**src/rtl/fp4_fft_pkg.sv**
```systemverilog
// Shared definitions for the FP4 FFT result unloader.
//   - unl_state_e : unloader FSM states
//   - RD_LATENCY  : cycles from an issued read address to usable read data
//   - FIFO_DEPTH  : entries in the output skid FIFO (also the read credit limit)
//   - RE_*/IM_*   : bit positions of the real/imaginary FP4 fields in a word
package fp4_fft_pkg;

  typedef enum logic [1:0] {
    IDLE   = 2'd0,
    STREAM = 2'd1,
    DRAIN  = 2'd2,
    DONE   = 2'd3
  } unl_state_e;

  localparam int unsigned RD_LATENCY = 1;
  localparam int unsigned FIFO_DEPTH = 2;

  localparam int unsigned RE_MSB = 7;
  localparam int unsigned RE_LSB = 4;
  localparam int unsigned IM_MSB = 3;
  localparam int unsigned IM_LSB = 0;

endpackage

```
**src/rtl/fp4_skid_fifo.sv**
```systemverilog
// Two-entry first-word-fall-through FIFO used as the output skid buffer.
// Ports:
//   clk, rst        clock (rising edge) and asynchronous active-low reset
//   push, push_data write an entry (ignored when full and not popping)
//   pop             remove the head entry (ignored when empty)
//   head            current head entry, valid whenever !empty
//   empty           no entries held
//   count           number of entries held (0..2)
module fp4_skid_fifo
  import fp4_fft_pkg::*;
#(
  parameter int WIDTH = 8
) (
  input  logic             clk,
  input  logic             rst,
  input  logic             push,
  input  logic [WIDTH-1:0] push_data,
  input  logic             pop,
  output logic [WIDTH-1:0] head,
  output logic             empty,
  output logic [1:0]       count
);

  logic [WIDTH-1:0] ent0_q;
  logic [WIDTH-1:0] ent1_q;
  logic [1:0]       cnt_q;
  logic             do_pop;

  assign do_pop = pop && (cnt_q != 2'd0);

  // ent0_q is always the head; it only changes on a pop or on a push into an
  // empty FIFO, which keeps the head stable while the consumer stalls.
  always_ff @(posedge clk or negedge rst) begin
    if (!rst) begin
      ent0_q <= '0;
      ent1_q <= '0;
      cnt_q  <= 2'd0;
    end else begin
      case (cnt_q)
        2'd0: begin
          if (push) begin
            ent0_q <= push_data;
            cnt_q  <= 2'd1;
          end
        end
        2'd1: begin
          if (push && do_pop) begin
            ent0_q <= push_data;
          end else if (push) begin
            ent1_q <= push_data;
            cnt_q  <= 2'd2;
          end else if (do_pop) begin
            cnt_q  <= 2'd0;
          end
        end
        default: begin
          if (do_pop) begin
            ent0_q <= ent1_q;
            if (push) begin
              ent1_q <= push_data;
            end else begin
              cnt_q <= 2'd1;
            end
          end
        end
      endcase
    end
  end

  assign head  = ent0_q;
  assign empty = (cnt_q == 2'd0);
  assign count = cnt_q;

  logic unused_depth;
  assign unused_depth = (FIFO_DEPTH == 2);

endmodule

```
**src/rtl/fp4_fft_unloader.sv**
```systemverilog
// Drains MAX_N FP4 FFT result words from the ping-pong memory in natural
// order after fft_done and presents them as a valid/ready stream.
// Ports:
//   clk, rst      clock (rising edge) and asynchronous active-low reset
//   fft_done      one-cycle pulse that starts a drain (only honoured in IDLE)
//   rd_addr       external memory read address
//   rd_data       memory word for the address presented in the previous cycle
//   m_valid/m_ready/m_data/m_index/m_last  output stream, {re,im} word + bin
//   busy          high while a drain is in progress
//   unload_done   one-cycle pulse after the final handshake
module fp4_fft_unloader
  import fp4_fft_pkg::*;
#(
  parameter int MAX_N      = 32,
  parameter int ADDR_WIDTH = $clog2(MAX_N)
) (
  input  logic                  clk,
  input  logic                  rst,
  input  logic                  fft_done,
  output logic [ADDR_WIDTH-1:0] rd_addr,
  input  logic [7:0]            rd_data,
  output logic                  m_valid,
  input  logic                  m_ready,
  output logic [7:0]            m_data,
  output logic [ADDR_WIDTH-1:0] m_index,
  output logic                  m_last,
  output logic                  busy,
  output logic                  unload_done
);

  localparam int FW = 8 + ADDR_WIDTH + 1;
  localparam logic [ADDR_WIDTH:0]   LAST_PTR = (ADDR_WIDTH+1)'(MAX_N - 1);
  localparam logic [ADDR_WIDTH-1:0] LAST_IDX = ADDR_WIDTH'(MAX_N - 1);

  unl_state_e            state_q;
  logic [ADDR_WIDTH:0]   issue_ptr_q;
  logic [ADDR_WIDTH-1:0] rd_addr_q;
  logic [RD_LATENCY-1:0] inflight_q;
  logic [ADDR_WIDTH-1:0] inflight_idx_q;
  logic                  busy_q;
  logic                  done_q;

  logic [FW-1:0]         push_data;
  logic [FW-1:0]         head;
  logic                  empty;
  logic [1:0]            fifo_cnt;
  logic                  pop;
  logic                  issue;
  logic [2:0]            credit_used;
  logic [7:0]            head_word;

  assign pop = !empty && m_ready;

  // Credits count words held plus the read in flight, less the word leaving
  // this cycle. Counting the pop lets the stream sustain one word per cycle
  // while still never pushing into a full FIFO when the consumer stalls.
  assign credit_used = {1'b0, fifo_cnt} + {2'b00, inflight_q[0]} - {2'b00, pop};
  assign issue       = (state_q == STREAM) && (credit_used < 3'(FIFO_DEPTH));

  // The address is presented in the issue cycle so the memory returns the
  // word one cycle later; between issues the last address is held.
  assign rd_addr = issue ? issue_ptr_q[ADDR_WIDTH-1:0] : rd_addr_q;

  assign push_data = {rd_data, inflight_idx_q, (inflight_idx_q == LAST_IDX)};

  fp4_skid_fifo #(
    .WIDTH (FW)
  ) u_fifo (
    .clk       (clk),
    .rst       (rst),
    .push      (inflight_q[0]),
    .push_data (push_data),
    .pop       (pop),
    .head      (head),
    .empty     (empty),
    .count     (fifo_cnt)
  );

  always_ff @(posedge clk or negedge rst) begin
    if (!rst) begin
      state_q        <= IDLE;
      issue_ptr_q    <= '0;
      rd_addr_q      <= '0;
      inflight_q     <= '0;
      inflight_idx_q <= '0;
      busy_q         <= 1'b0;
      done_q         <= 1'b0;
    end else begin
      done_q     <= 1'b0;
      inflight_q <= RD_LATENCY'(issue);
      if (issue) begin
        rd_addr_q      <= issue_ptr_q[ADDR_WIDTH-1:0];
        inflight_idx_q <= issue_ptr_q[ADDR_WIDTH-1:0];
        issue_ptr_q    <= issue_ptr_q + 1'b1;
      end
      case (state_q)
        IDLE: begin
          // done_q blocks a pulse coincident with the previous unload_done.
          if (fft_done && !done_q) begin
            state_q     <= STREAM;
            busy_q      <= 1'b1;
            issue_ptr_q <= '0;
          end
        end
        STREAM: begin
          if (issue && (issue_ptr_q == LAST_PTR)) begin
            state_q <= DRAIN;
          end
        end
        DRAIN: begin
          if (pop && m_last) begin
            state_q <= DONE;
          end
        end
        default: begin
          done_q  <= 1'b1;
          busy_q  <= 1'b0;
          state_q <= IDLE;
        end
      endcase
    end
  end

  assign head_word   = head[FW-1 -: 8];
  assign m_valid     = !empty;
  assign m_data      = {head_word[RE_MSB:RE_LSB], head_word[IM_MSB:IM_LSB]};
  assign m_index     = head[ADDR_WIDTH:1];
  assign m_last      = head[0];
  assign busy        = busy_q;
  assign unload_done = done_q;

endmodule

```
**config.mk**
```make
export PLATFORM = sky130hd
export DESIGN_NAME = fp4_fft_unloader
export DESIGN_NICKNAME = d
export VERILOG_FILES = /design/src/rtl/fp4_fft_pkg.sv /design/src/rtl/fp4_skid_fifo.sv /design/src/rtl/fp4_fft_unloader.sv
export SDC_FILE = /design/constraint.sdc
export NUM_CORES = 1
export LEC_CHECK = 0
export CELL_PAD_IN_SITES_DETAIL_PLACEMENT = 1
export CELL_PAD_IN_SITES_GLOBAL_PLACEMENT = 1
export CORE_ASPECT_RATIO = 0.7
export CORE_MARGIN = 10
export CORE_UTILIZATION = 46
export DETAILED_ROUTE_END_ITERATION = 16
export GPL_TIMING_DRIVEN = 0
export MAX_ROUTING_LAYER = met4
export PLACE_DENSITY_LB_ADDON = 0.1
export RECOVER_POWER = 25
export REMOVE_ABC_BUFFERS = 1
export SLEW_MARGIN = 15
export SYNTH_ARGS = -nofsm -noshare
export SYNTH_HDL_FRONTEND = slang
export SYNTH_SLANG_ARGS = --single-unit
```
**constraint.sdc**
```tcl
create_clock -name clk -period 6.51 [get_ports clk]
set_input_delay 1.302 -clock clk [delete_from_list [all_inputs] [get_ports clk]]
set_output_delay 1.302 -clock clk [all_outputs]
set_load 0.05 [all_outputs]
```
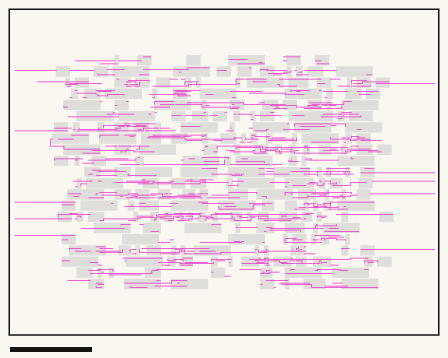
Fig. 1. Met1 routing.
The bar under the picture is 20 µm long.
nets with wire on the layer = 224
share of all routed wire = 45%

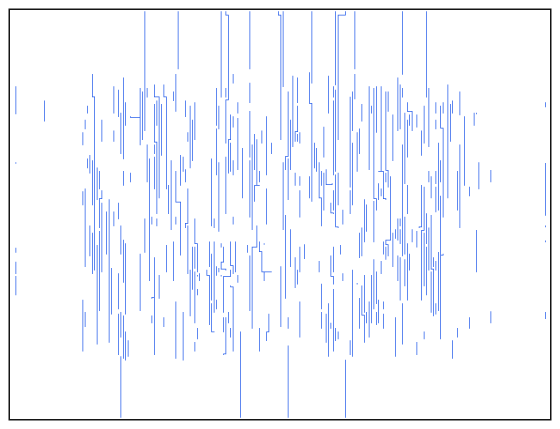
Fig. 2. Metal 2.
wire length on this layer = 2,480 µm
share of all routed wire = 50%
nets with wire on the layer = 227

==> changes_impl.md <==
## Flow update

- Run status: complete, but fails checks
- Failing checks: capacitance limit, slew limit
- Worst hold path type: register to register
- Num rows: 21
- WP data arrival: between 4000 and 5000 ps
- Clock power frac: roughly 15%
- Final period util: 91.9%
- Number of max-cap violations: 1
- Crit path largest cell delay: roughly 720 ps
- Registers, synthesis: 51
- Layout Nets: ~250
- CP Cell Sequence: clkdlybuf4s50_1, inv_1, nor2_1, ha_1, nand2b_1, fa_1, xnor2_1, and3_2, mux2_2, clkdlybuf4s50_1
- DR WL/cell: 16.6 µm
- Initial antenna violation count: 0
- Iteration-0 DRC count of the detailed router: 49
- Crit. End Element: output pin
- Area grow syn2layout: 21.6%
- Sw frac: a little over two fifths
- Final Hold Viols: 0
- GR Util All Layers: 12.6%
- I/O Buffers: 33
- Rel. slew slack: -19.2%
- Commonest cells in the netlist: dfrtp_1, nor2_1, mux2_2, a21oi_1, mux2i_1
- WL met2: roughly 2.5 mm
- Pins over their slew limit: 34
- Number of diodes: 0
- Synth Flop Type: dfrtp_1
- Gpl congestion: around 0.7
- Post-CTS Setup Bufs: 0
- Max clock buf depth: 2
- Pre-CTS setup slack: approximately 260 ps
- Largest net degree at the start of global routing: 34
- Overall Power: ~1.5 mW
- Non-Filler Instances: roughly 300
- RSZ-0062 raised after global routing: false
- Leak: around 1.2 nW
- Vias in the first global route: ~1.7k
- Remaining Overflow, GRT: 0
- Endpoints failing setup: 0
- Die W: around 100 µm
- Top cell area share: between 50% and 60%
- Met3 wire length: 169 µm
- Worst path slowest cell: clkdlybuf4s50_1
- Syn Area/Cell: 11.7 µm²
- Num CTS Buffers: 5
- Final worst setup slack: about 530 ps
- Layout cells sized above 1: a little over an eighth
- # Cells Yosys: ~190
- Yosys top cell by instances: dfrtp_1
- Critical Path Most Common Cell: clkdlybuf4s50_1
- Tool Warnings: 29
- Worst R2R Setup Slack: ~2800 ps
- Yosys stat area: approximately 2300 µm²
- CP required: about 5200 ps
- Synth Cell Area: between 2000 and 2500 µm²
- Cell Type Count: 26
- Die ar.: a little over 8000 µm²
- Post-Syn Instances: 194
- CTS sink cnt: ~51
- Uppermost layer routed: met4
- VDD IR max: 0.000248 V
- Fill count: between 500 and 600
- DP HPWL: around 3.5 mm
- Synthesis warning total: 0
- Fp_density: between 40% and 50%
- Pwr dens: about 530 nW/µm²
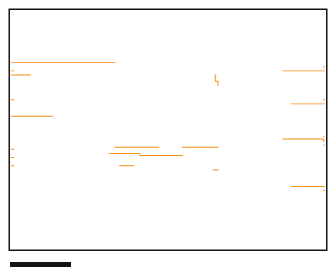
Fig. 3. M3 wires.
The bar under the picture is 20 µm long.
main direction = horizontal
wire length on this layer = 169 µm
longest straight run = 34.0 µm
share of all routed wire = 3.4%
via count: 1,532
met3 usage: 3.39%
final wirelength: 4.93 mm

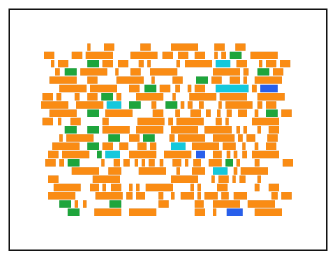
Fig. 4. Cells by drive strength.
x3 and x4 -> blue  # cells 3, share 1.3%
x6 and larger -> cyan  # cells 6, share 2.6%, most used clkbuf_8
x2 -> green  # cells 22, share 9.6%, most used mux2_2
x1 and smaller -> orange  # cells 197, share 86%, most used dfrtp_1
Signal buffers: 34
Finished Cell Area: 2770 µm²

state kept, by name (all words and copies together) (netlist names):
signal          count
busy                1
issue_ptr_q         6
u_fifo.head        14
inflight_idx_q      5
inflight_q          1
state_q             2
unload_done         1
u_fifo.count        2
u_fifo.ent1_q      14
rd_addr_q           5
cell type report:
cell class,instances,area (µm²),area share (%)
Clock buffer,5,68.8,2.48
Sequential cell,51,1280,46.1
Tap cell,69,86.3,3.12
Timing Repair Buffer,34,328,11.8
Clock inverter,3,43.8,1.58
Inverter,9,33.8,1.22
Multi-Input combinational cell,126,933,33.7
final timing paths:
check                                 start                end  depth (start not counted)
max in group asynchronous               rst    u_fifo.count[0]                          2
setup / recovery                    m_ready         rd_addr[3]                         10
min in group asynchronous               rst  inflight_idx_q[4]                          1
hold reg to reg            u_fifo.ent1_q[3]   u_fifo.ent1_q[3]                          2
setup reg to reg            u_fifo.count[1]         state_q[1]                         10
hold / removal             u_fifo.ent1_q[3]   u_fifo.ent1_q[3]                          2
layout by cell type (no fill, tap or decap), drive strengths merged:
cell type and instances:
mux2i 15, o21bai 1, o22a 1, inv 9, xor2 5, and3 3
dfrtp 51, o21ai 8, nand2b 3, clkdlybuf4s50 32, ha 7, a21oi 16
xnor2 2, nand4 4, nand2 7, clkinv 2, nor2 28, a221o 1
o221ai 1, fa 1, a21boi 1, bufinv 1, clkbuf 7, mux2 21
nand3 1
cells by family (layout without fill, tap and decap cells):
logic type               after synthesis  in the layout  share of synthesized area (%)
adder cells (fa/ha/maj)                8              8                           4.73
flip-flops                            51             51                           56.0
buffers and inverters                 17             51                           3.35
XOR/XNOR                               7              7                           2.69
AND/OR/NAND/NOR                       46             46                           8.74
AND-OR/OR-AND                         29             29                           7.31
multiplexers                          36             36                           17.1
stage by stage:
stage	instance area, µm²	hold WS, ps
2_1_floorplan	2230	450
3_3_place_gp	2650	464
3_5_place_dp	2670	489
4_1_cts	2780	509
5_1_grt	2770	537
6_report	2770	499
worst max-delay path, delay by kind of cell:
family        cells  cell delay, ps
buf+inv           3            1420
mux               1             400
fa+ha+maj         2             620
simple gates      3             780
xor+xnor          1             140
power by group through the flow:
| stage | clock (mW) | sequential, mW | combinational, mW |
|---|---|---|---|
| 6_report | 0.220 | 0.545 | 0.715 |
| 5_1_grt | 0.240 | 0.567 | 0.772 |
| 4_1_cts | 0.228 | 0.546 | 0.726 |
| 2_1_floorplan | 0 | 0.700 | 0.330 |
| 3_3_place_gp | 0 | 0.539 | 0.690 |
| 3_5_place_dp | 0 | 0.553 | 0.724 |
routing by layer:
layer | global-route usage, % | up-vias
li1 | - | 724
met4 | 4.57 | 0
met3 | 3.39 | 5
met1 | 13.7 | 779
met5 | - | -
met2 | 22.2 | 24
what timing repair did:
item / CTS / global route
gates resized: 0 / 1
hold buffers: 0 / 0
setup endpoints to repair: 0 / 1
No activity file was given, so power comes from the tool's default toggle rates.
